**src/rtl/fifo_drain_ctrl.sv**
```systemverilog
// Read-side drain stage: pops a registered-read FIFO into a 2-entry skid buffer and
// presents words on a valid/ready stream. Define WORD_CNT_EN to add the delivered-word counter.
module fifo_drain_ctrl #(
  parameter int unsigned DATA_WIDTH = 16,
  parameter int unsigned CNT_WIDTH  = 16
) (
  input  logic                  clk,
  input  logic                  rst_n,
  input  logic                  drain_en,
  input  logic                  fifo_empty,
  input  logic [DATA_WIDTH-1:0] fifo_data_out,
  output logic                  fifo_rd_en,
  output logic [DATA_WIDTH-1:0] m_data,
  output logic                  m_valid,
  input  logic                  m_ready
`ifdef WORD_CNT_EN
  ,
  output logic [CNT_WIDTH-1:0]  word_cnt
`endif
);

  typedef enum logic [1:0] {
    StEmpty = 2'd0,
    StOne   = 2'd1,
    StTwo   = 2'd2
  } state_e;

  state_e                state_q, state_d;
  logic                  infl_q;
  logic [DATA_WIDTH-1:0] entry_q [2];
  logic                  head_q, tail_q;
  logic                  pop;
  logic                  capture;
  logic [1:0]            cnt;

  if (DATA_WIDTH < 1 || CNT_WIDTH < 1 || CNT_WIDTH > 32) begin : g_bad_params
    $error("fifo_drain_ctrl: DATA_WIDTH must be >= 1 and CNT_WIDTH in 1..32");
  end

  always_comb begin
    cnt = 2'd0;
    case (state_q)
      StEmpty: cnt = 2'd0;
      StOne:   cnt = 2'd1;
      StTwo:   cnt = 2'd2;
      default: cnt = 2'd0;
    endcase
  end

  // Outputs are forced idle while reset is asserted, even before the first reset edge.
  always_comb begin
    m_valid = rst_n & (state_q != StEmpty);
    m_data  = rst_n ? entry_q[head_q] : '0;
    pop     = m_valid & m_ready;
    capture = infl_q;
  end

  // Credit rule cnt + infl - pop < 2, rearranged so the unsigned sum never underflows.
  always_comb begin
    fifo_rd_en = drain_en & ~fifo_empty & rst_n &
                 (({1'b0, cnt} + {2'b00, infl_q}) < (3'd2 + {2'b00, pop}));
  end

  always_comb begin
    state_d = state_q;
    case (state_q)
      StEmpty: begin
        if (capture) state_d = StOne;
      end
      StOne: begin
        if (capture && !pop)      state_d = StTwo;
        else if (!capture && pop) state_d = StEmpty;
      end
      StTwo: begin
        if (pop && !capture) state_d = StOne;
      end
      default: state_d = StEmpty;
    endcase
  end

  // An in-flight read at reset is deliberately dropped: infl_q clears without capture.
  always_ff @(posedge clk) begin
    if (!rst_n) begin
      state_q    <= StEmpty;
      infl_q     <= 1'b0;
      head_q     <= 1'b0;
      tail_q     <= 1'b0;
      entry_q[0] <= '0;
      entry_q[1] <= '0;
    end else begin
      state_q <= state_d;
      infl_q  <= fifo_rd_en;
      if (capture) begin
        entry_q[tail_q] <= fifo_data_out;
        tail_q          <= ~tail_q;
      end
      if (pop) begin
        head_q <= ~head_q;
      end
    end
  end

`ifdef WORD_CNT_EN
  logic [CNT_WIDTH-1:0] word_cnt_q;

  // Saturating count of stream transfers.
  always_ff @(posedge clk) begin
    if (!rst_n) begin
      word_cnt_q <= '0;
    end else if (pop && (word_cnt_q != {CNT_WIDTH{1'b1}})) begin
      word_cnt_q <= word_cnt_q + 1'b1;
    end
  end

  assign word_cnt = word_cnt_q;
`endif

endmodule

```
**config.mk**
```make
export PLATFORM = sky130hd
export DESIGN_NAME = fifo_drain_ctrl
export DESIGN_NICKNAME = d
export VERILOG_FILES = /design/src/rtl/fifo_drain_ctrl.sv
export SDC_FILE = /design/constraint.sdc
export NUM_CORES = 1
export LEC_CHECK = 0
export CAP_MARGIN = 10
export CORE_MARGIN = 1.5
export CORE_UTILIZATION = 50
export DETAILED_ROUTE_END_ITERATION = 16
export PLACE_DENSITY = 0.78
export SYNTH_ARGS = -nofsm -noshare
export SYNTH_HDL_FRONTEND = slang
export SYNTH_SLANG_ARGS = --single-unit
```
**constraint.sdc**
```tcl
create_clock -name clk -period 2.8 [get_ports clk]
set_input_delay 0.28 -clock clk [delete_from_list [all_inputs] [get_ports clk]]
set_output_delay 0.28 -clock clk [all_outputs]
set_load 0.1 [all_outputs]
```
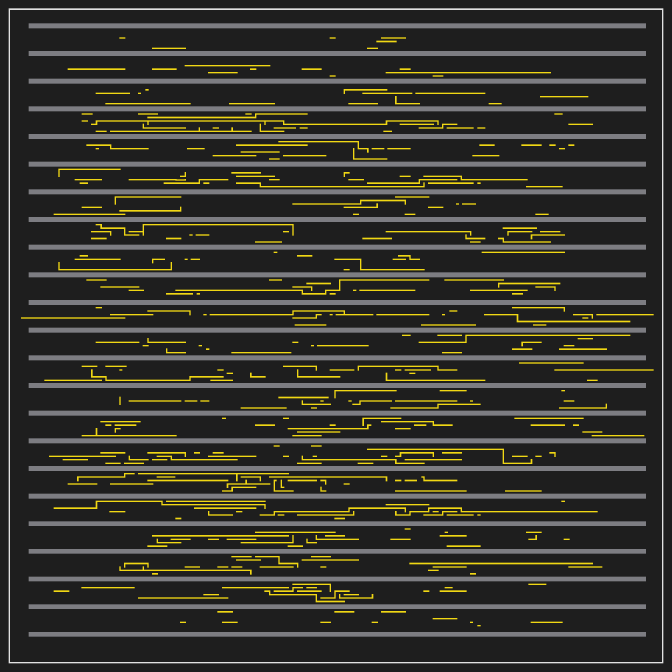
*M1 wires*
Supply wires on this layer in grey.
longest straight run: 18.4 um
main direction: horizontal
share of all routed wire: 40%
M1 GR Usage: 0.200
vias: 1128

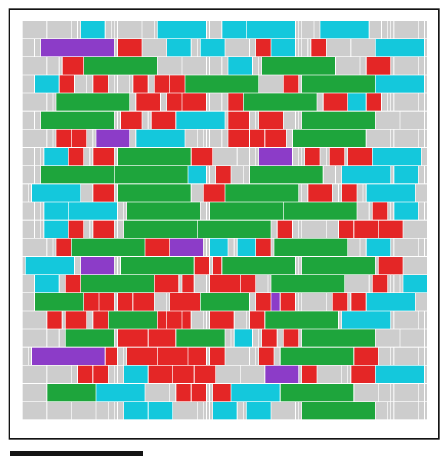
*Placement by cell class*
The bar under the picture is 20 um long. Fill, decap, tap and diode cells in grey.
legend:
  green:
    class: flops
    cells: 38
  purple:
    class: clock drivers and dummy loads
    cells: 8
  red:
    class: combinational and other logic
    cells: 94
  cyan:
    class: other buffers and delay cells
    cells: 43
final instance area: 0.00259 mm2
Rows: 22
flop share of the area: 0.417

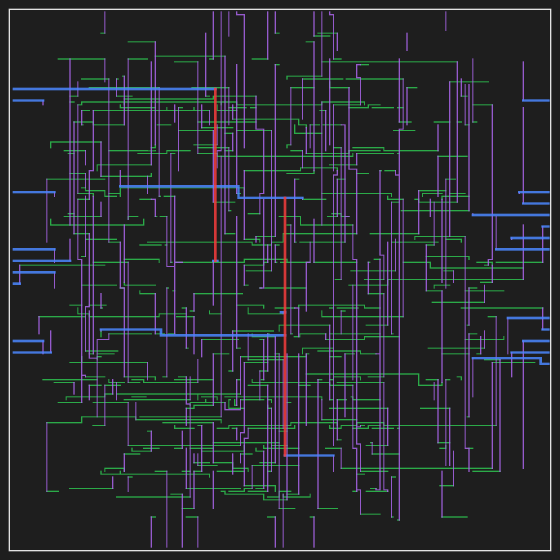
*Routed metal, one colour a layer*
legend:
  purple:
    layer: metal 2
    wire_length: 1800 um
  red:
    layer: metal 4
    wire_length: 51.0 um
  green:
    layer: metal 1
    wire_length: 1350 um
  blue:
    layer: metal 3
    wire_length: 161 um
WL final: 3360 um
GRT Overall Usage: 0.183

==> flow_summary.yaml <==
# physical design summary
status:
  status: "complete, no violations"
route:
  dr.pass1.iters: 2
  dr.first_iter.drc_count: 15
layout:
  drive_above_1_share: 0.235
  area_growth_pct: 38.7
  layout_top_cell: "edfxtp_1"
  fin_cells: 231
  antennaDiodeCount: 0
final_timing:
  layout_setup_ws_ns: 0.614
  fin_worst_skew_ns: 0.00620
  relSlewSlack: 0.650
  slew_violations: 0
  fmax_ghz: 0.458
  post-route-min-period_ns: 2.19
  setup_tns_ns: 0
  worst-slew-pin-transition_ns: 0.524
  min_period_over_period: 0.781
  hold_slack_ns: 0.590
  hold_viol: 0
  rsz0062_at_grt: "false"
placement:
  gp_congestion: 0.646
  place_hpwl_um: 2450
logic_synthesis:
  synth_warnings: 0
  ys_area_mm2: 0.00187
  postSynthSeqShare: 0.579
  ys_types: 23
  synthCells: 140
power_and_ir_drop:
  p_sw_frac: 0.241
  powerClk_w: 0.000541
  ir_worst_vdd_mv: 0.480
  clkPwrFrac: 0.377
  maxPowerGroup: "sequential cells"
  seq_power_share: 0.452
  power_density_mw_per_mm2: 554
  seq-power_w: 0.000649
  finalPower_w: 0.00143
  comb_power_share: 0.170
  comb_cell_power_w: 0.000244
floorplan:
  die_area_mm2: 0.00411
  die_h_um: 64.1
  initial_core_util: 0.514
global_route:
  grt_max_degree: 23
  met3_usage: 0.0634
  grt_pass1_wl_um: 5510
  antenna_found_initial: 0
  grt_pass1_vias: 1177
critical_path:
  cp_top_family: "simple AND/OR/NAND/NOR gates"
  rrSetupSlack_ns: 1.13
  path_common_cell: "ha_1"
  crit_arrival_ns: 1.91
  reg2reg_to: "entry_q[1][12]"
  path_class: "flop to primary output"
  crit_chain: "nor2b_1, ha_1, ha_1, nor4bb_1, and2_1, buf_12"
  crit_path_end_kind: "primary output"
  start_kind: "flop"
  max_stage_delay_ns: 0.43
hold_path:
  holdPathStages: 2
  min_from: "head_q"
  min_path_type: "flop to flop"
clock_tree:
  clk_pin_slew_worst_paths_ns: 0.07
  clockRootBuffer: "clkbuf_8"
  cts_max_level: 2
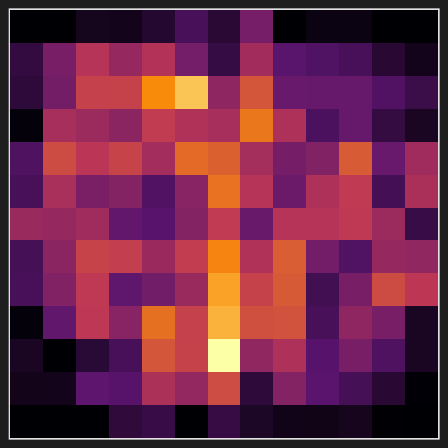
*Routed metal per tile*
The die is cut into 13 by 13 equal tiles; black is low, pale yellow is high, scaled to the fullest tile. Values are wire area over tile area, all layers added.
mean over tiles: 0.13
fullest tile: 0.40
nearly empty tiles: 8.9%
tiles over half the peak: 21%
densest ninth of the die: middle
DR WL/cell: 14.5 um

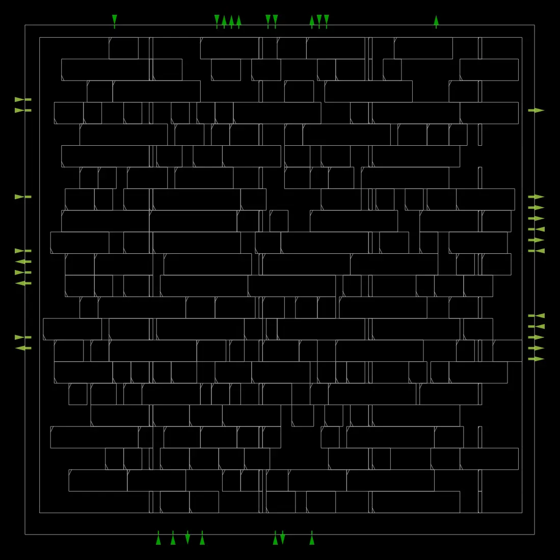
*Cell outlines without signal wires*
post-layout util: 0.713
# Taps: 48
Core ar.: 0.00363 mm2

-- kinds of logic (layout without fill, tap and decap cells) --
group,Yosys count,after routing,share of synthesized area
fa+ha+maj,4,4,0.0268
mux,17,17,0.0911
flops,38,38,0.579
simple gates,63,63,0.229
buf+inv,10,53,0.0402
compound gates,6,6,0.0248
xor+xnor,2,2,0.00938
-- cell usage after synthesis (all sizes together) --
| library cell | n | area share |
|---|---|---|
| and2 | 38 | 0.14 |
| and3 | 1 | 0.0060 |
| and3b | 1 | 0.0047 |
| buf | 6 | 0.032 |
| clkbuf | 2 | 0.0040 |
| dfxtp | 6 | 0.064 |
| edfxtp | 32 | 0.51 |
| ha | 4 | 0.027 |
| inv | 2 | 0.0040 |
| mux2i | 17 | 0.091 |
| nand2 | 1 | 0.0020 |
| nand2b | 1 | 0.0034 |
| nor2 | 1 | 0.0034 |
| nor2b | 19 | 0.064 |
| nor4bb | 1 | 0.0054 |
| o211ai | 1 | 0.0067 |
| o21a | 2 | 0.0080 |
| o21ai | 2 | 0.0054 |
| o2bb2ai | 1 | 0.0047 |
| xnor2 | 1 | 0.0047 |
| xor2 | 1 | 0.0047 |
-- routing by layer --
metal  wire length [um]  vias up  part of all wire
met4                 51        0             0.015
met3                160        6             0.048
li1                   -      561                 -
met1               1350      535              0.40
met5                  0        -                 0
met2               1800       26              0.53
-- final cells by class --
| type | instances | area, um2 | area share |
|---|---|---|---|
| Sequential cell | 38 | 1080 | 0.417 |
| Clock buffer | 5 | 68.8 | 0.0266 |
| Timing Repair Buffer | 43 | 598 | 0.231 |
| Clock inverter | 3 | 63.8 | 0.0246 |
| Tap cell | 48 | 60.1 | 0.0232 |
| Multi-Input combinational cell | 92 | 712 | 0.275 |
| Inverter | 2 | 7.51 | 0.00290 |
